**Local utilization**

10 x 10 tiles, from white (low) to dark blue (high), 0 to 100% covered.
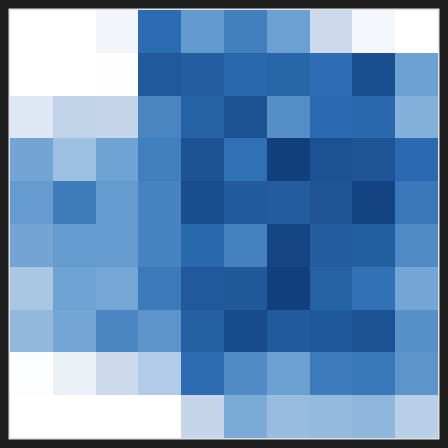
**Metal 4**

The bar under the picture is 20 µm long. Supply wires on this layer in grey. Cells faint in the background.
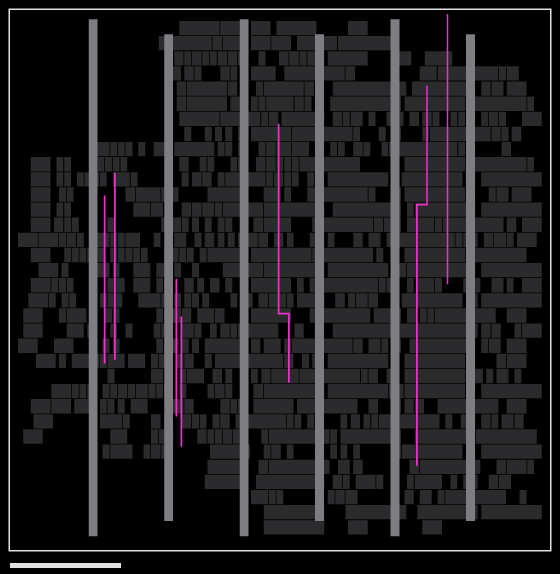
**Placed cells, one colour a class**

The bar under the picture is 20 µm long. Fill, decap, tap and diode cells in grey.
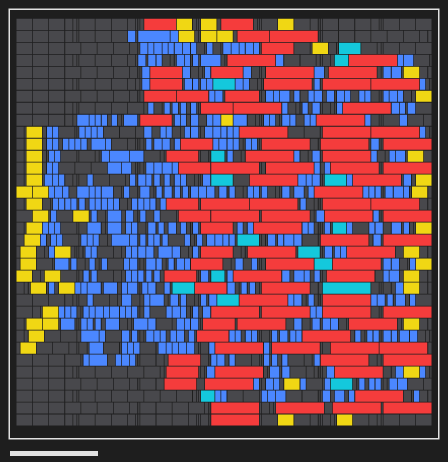
File: src/rtl/fir_acc_reader_pkg.sv
// Shared types and default sizes for the FIR output path.
package fir_pkg;

    localparam int FIR_WIDTH = 16;
    localparam int FIR_FRAC  = 15;
    localparam int FIR_DEPTH = 4;
    localparam int ACC_W     = 2 * FIR_WIDTH + 6;

    typedef logic signed [ACC_W-1:0]     acc_t;
    typedef logic signed [FIR_WIDTH-1:0] smp_t;

    typedef struct packed {
        smp_t data;
        logic sat;
    } fifo_ent_t;

endpackage

File: src/rtl/fir_acc_reader_round_sat.sv
// fir_round_sat: combinational round-half-up and saturate of a wide accumulator
// down to a WIDTH-bit sample.
module fir_round_sat
    import fir_pkg::*;
#(
    parameter int WIDTH = FIR_WIDTH,
    parameter int FRAC  = FIR_FRAC
) (
    input  logic signed [2*WIDTH+5:0] acc,
    output logic signed [WIDTH-1:0]   data,
    output logic                      sat
);

    localparam int ACC_BITS = 2 * WIDTH + 6;

    // One guard bit keeps the rounding add from overflowing.
    localparam logic signed [ACC_BITS:0] HALF    = {{ACC_BITS{1'b0}}, 1'b1} << (FRAC - 1);
    localparam logic signed [ACC_BITS:0] SMP_MAX = (ACC_BITS + 1)'((longint'(1) << (WIDTH - 1)) - 1);
    localparam logic signed [ACC_BITS:0] SMP_MIN = -SMP_MAX - 1;

    logic signed [ACC_BITS:0] sum;
    logic signed [ACC_BITS:0] q;

    always_comb begin
        sum = {acc[ACC_BITS-1], acc} + HALF;
        q   = sum >>> FRAC;
        if (q > SMP_MAX) begin
            data = SMP_MAX[WIDTH-1:0];
            sat  = 1'b1;
        end else if (q < SMP_MIN) begin
            data = SMP_MIN[WIDTH-1:0];
            sat  = 1'b1;
        end else begin
            data = q[WIDTH-1:0];
            sat  = 1'b0;
        end
    end

endmodule

File: src/rtl/fir_acc_reader.sv
// fir_acc_reader: rounds/saturates accumulator results and buffers them in a FIFO.
// Optional saturation counter (sat_cnt, sat_cnt_clr) under FIR_ACC_READER_SATCNT_EN.
module fir_acc_reader
    import fir_pkg::*;
#(
    parameter int WIDTH = FIR_WIDTH,
    parameter int FRAC  = FIR_FRAC,
    parameter int DEPTH = FIR_DEPTH
) (
    input  logic                      clk,
    input  logic                      rst,
    input  logic signed [2*WIDTH+5:0] acc_in,
    input  logic                      acc_valid,
    output logic                      acc_ready,
    output logic signed [WIDTH-1:0]   out_data,
    output logic                      out_valid,
    input  logic                      out_ready,
    output logic                      sat_flag
`ifdef FIR_ACC_READER_SATCNT_EN
    ,
    input  logic                      sat_cnt_clr,
    output logic [15:0]               sat_cnt
`endif
);

    localparam int AW = $clog2(DEPTH);

    logic signed [WIDTH-1:0] rs_data;
    logic                    rs_sat;

    fir_round_sat #(
        .WIDTH (WIDTH),
        .FRAC  (FRAC)
    ) u_round_sat (
        .acc  (acc_in),
        .data (rs_data),
        .sat  (rs_sat)
    );

    logic                    stage_vld;
    logic signed [WIDTH-1:0] stage_data;
    logic                    stage_sat;
    logic signed [WIDTH-1:0] mem_data [DEPTH];
    logic                    mem_sat  [DEPTH];
    logic [AW-1:0]           wr_ptr;
    logic [AW-1:0]           rd_ptr;
    logic [AW:0]             count;
    logic                    accept;
    logic                    pop;

    // The staged entry holds a FIFO credit, so the stage-to-FIFO write never stalls.
    assign acc_ready = !rst && ((count + (AW + 1)'(stage_vld)) < (AW + 1)'(DEPTH));
    assign accept    = acc_valid && acc_ready;
    assign out_valid = (count != '0);
    assign out_data  = mem_data[rd_ptr];
    assign sat_flag  = mem_sat[rd_ptr];
    assign pop       = out_valid && out_ready;

    always_ff @(posedge clk) begin
        if (rst) begin
            stage_vld  <= 1'b0;
            stage_data <= '0;
            stage_sat  <= 1'b0;
            wr_ptr     <= '0;
            rd_ptr     <= '0;
            count      <= '0;
            for (int i = 0; i < DEPTH; i++) begin
                mem_data[i] <= '0;
                mem_sat[i]  <= 1'b0;
            end
        end else begin
            stage_vld <= accept;
            if (accept) begin
                stage_data <= rs_data;
                stage_sat  <= rs_sat;
            end
            if (stage_vld) begin
                mem_data[wr_ptr] <= stage_data;
                mem_sat[wr_ptr]  <= stage_sat;
                wr_ptr           <= wr_ptr + 1'b1;
            end
            if (pop) begin
                rd_ptr <= rd_ptr + 1'b1;
            end
            case ({stage_vld, pop})
                2'b10:   count <= count + 1'b1;
                2'b01:   count <= count - 1'b1;
                default: count <= count;
            endcase
        end
    end

`ifdef FIR_ACC_READER_SATCNT_EN
    always_ff @(posedge clk) begin
        if (rst || sat_cnt_clr) begin
            sat_cnt <= '0;
        end else if (pop && sat_flag && (sat_cnt != 16'hFFFF)) begin
            sat_cnt <= sat_cnt + 16'd1;
        end
    end
`endif

endmodule

File: config.mk
export PLATFORM = sky130hd
export DESIGN_NAME = fir_acc_reader
export DESIGN_NICKNAME = d
export VERILOG_FILES = /design/src/rtl/fir_acc_reader_pkg.sv /design/src/rtl/fir_acc_reader_round_sat.sv /design/src/rtl/fir_acc_reader.sv
export SDC_FILE = /design/constraint.sdc
export NUM_CORES = 1
export LEC_CHECK = 0
export ABC_AREA = 1
export CORE_UTILIZATION = 52
export CTS_BUF_LIST = sky130_fd_sc_hd__clkbuf_8
export DETAILED_ROUTE_END_ITERATION = 8
export HOLD_SLACK_MARGIN = 0.06
export PLACE_DENSITY = 0.85
export SLEW_MARGIN = 20
export SYNTH_ARGS = -nofsm -noshare
export SYNTH_HDL_FRONTEND = slang
export SYNTH_SLANG_ARGS = --single-unit
File: constraint.sdc
create_clock -name clk -period 6.05 [get_ports clk]
set_input_delay 0.605 -clock clk [delete_from_list [all_inputs] [get_ports clk]]
set_output_delay 0.605 -clock clk [all_outputs]
set_load 0.01 [all_outputs]
==> out/qor.txt <==
Status -> completed
CP Capture Type -> flip-flop
Met2 wire len -> 4.96 mm
Fin nets -> 642
Final Worst Setup Slack -> 2.46 ns
Crit path depth -> 6
Fmax achieved -> 278 MHz
Total die size -> 0.00943 mm²
Avg WL per Cell -> 14.0 µm
Tool warnings -> 40
Die W -> 97.1 µm
Worst EP arrival -> 3.60 ns
Worst rel slew slack -> 33.7%
Total gr overflow -> 0
Post-layout period usage -> 59.4%
Worst hold path type -> flip-flop to flip-flop
PwrDens -> 304 mW/mm²
Clock tree buffer depth -> 2
Setup CP Type -> primary input to flip-flop
GP Congestion -> 0.884
Min cycle time layout -> 3.59 ns
Count of cell types in the netlist -> 26
H-tree Lvls -> 3
Vias in the first global route -> 3774
Synth Cell Area -> 0.00470 mm²
Worst Setup SP -> rst
Synth Register Bits -> 95
Post-detailed-placement half-perimeter wirelength -> 6.97 mm
Clk pin slew, worst setup/hold paths -> 0.10 ns
Syn-to-layout area delta -> 15.3%
Top-Level Pins -> 61
PortBufs -> 46
Reg2reg end -> mem_data[0][7]
Root buffer cell -> clkbuf_8
Reg2Reg Depth -> 6
Postcts setup bufs -> 0
Hold buffer count at CTS -> 0
Max-cap violations -> 0
Post-Syn Instances -> 560
Area share, top type -> 43.4%
CP max stage delay -> 0.77 ns
Die Ht -> 97.1 µm
Worst-margin pin slew -> 0.988 ns
Notes on 'local utilization' above:
emptiest ninth of the die: north-west
nearly empty tiles: 11%
tiles over 75% full: 35%
Starting Density: 53.9%
core box area: 0.00872 mm²
final core utilization: 62.2%

Notes on 'metal 4' above:
share of all routed wire: 2.8%
nets with wire on the layer: 6
via count: 3796
Routed WL: 9.95 mm

Notes on 'placed cells, one colour a class' above:
| class | colour | cells |
|---|---|---|
| clock drivers and dummy loads | cyan | 16 |
| remaining logic cells | blue | 444 |
| sequential cells | red | 95 |
| remaining buffers and delay cells | yellow | 47 |
flop share of the area: 47.7%
row count: 34
Finished Cell Area: 0.00542 mm²

[tightest hold or removal path: stages, from the launching register on]
cell and delay [ns]:
dfxtp_1 0.31, inv_1 0.06, a21oi_1 0.07
[cell families after synthesis]
kind of cell / share of synthesized area, %
simple gates: 24.6
compound gates: 11.2
flops: 54.9
buf+inv: 5.35
xor+xnor: 2.98
fa+ha+maj: 0.958
[layout by cell type (no fill, tap or decap)]
cell,synthesis,final
o21ai_2,0,1
fa_1,1,1
o21ai_1,0,1
nand3b_1,3,3
dfxtp_1,27,26
inv_2,1,1
clkinv_4,0,1
bufinv_16,0,1
clkdlybuf4s50_1,0,46
ha_1,2,2
buf_4,1,1
dfxtp_2,0,1
xnor2_1,9,9
nand3_1,15,15
a21oi_1,26,26
edfxtp_1,68,68
nor2_2,2,2
o22ai_1,17,17
clkbuf_8,0,9
inv_1,37,37
inv_8,0,1
o21ai_0,58,56
inv_6,0,4
nand2_4,1,1
xor2_1,7,7
nand2_1,84,84
clkinv_1,3,3
nor3_1,19,19
nor2_4,2,2
nand2_2,3,3
nand4_1,2,2
nor2_1,152,152
[cell type report]
| cell class | instances | area, µm² | area share [%] |
|---|---|---|---|
| inverter | 41 | 154 | 2.84 |
| tap | 108 | 135 | 2.49 |
| clock buffer | 9 | 124 | 2.28 |
| sequential | 95 | 2580 | 47.7 |
| multi-input combinational | 403 | 1870 | 34.5 |
| clock inverter | 7 | 85.1 | 1.57 |
| timing repair buffer | 47 | 468 | 8.63 |
[flip-flops by register name, indices dropped and copies added (netlist names), named ones only]
signal,cells
mem_data,64
wr_ptr,2
stage_data,16
stage_vld,1
stage_sat,1
count,3
mem_sat,4
rd_ptr,2
[cell usage after synthesis (all sizes together)]
cell,count
edfxtp,68
clkbuf,17
nand3b,3
fa,1
clkinv,3
a21oi,26
buf,4
nand4,2
o21ai,58
nand2,88
ha,2
dfxtp,27
xor2,7
nor3,19
nand3,15
inv,38
o22ai,17
xnor2,9
nor2,156
[stage by stage]
stage / power [W] / hold WS [ns] / instance area (µm²) / cells / util [%]
4_1_cts: 0.00165 / 0.482 / 5420 / 710 / 62.2
3_3_place_gp: 0.00121 / 0.454 / 5210 / 694 / 59.8
3_5_place_dp: 0.00123 / 0.465 / 5210 / 694 / 59.8
5_1_grt: 0.00173 / 0.505 / 5420 / 710 / 62.2
6_report: 0.00165 / 0.482 / 5420 / 710 / 62.2
2_1_floorplan: 0.00104 / 0.436 / 4700 / 560 / -
[layer usage]
metal / vias up / GRT usage (%)
met5: - / 0
met4: 0 / 10.8
li1: 1943 / -
met3: 19 / 2.30
met2: 109 / 39.8
met1: 1725 / 27.7
[report_power, final]
| group | internal [W] | switching, W | total [W] |
|---|---|---|---|
| combinational | 0.000188 | 0.000231 | 0.000419 |
| clock | 0.000200 | 0.000235 | 0.000435 |
| sequential | 0.000747 | 0.0000456 | 0.000793 |
| total | 0.00114 | 0.000512 | 0.00165 |
No activity file was given, so power comes from the tool's default toggle rates.
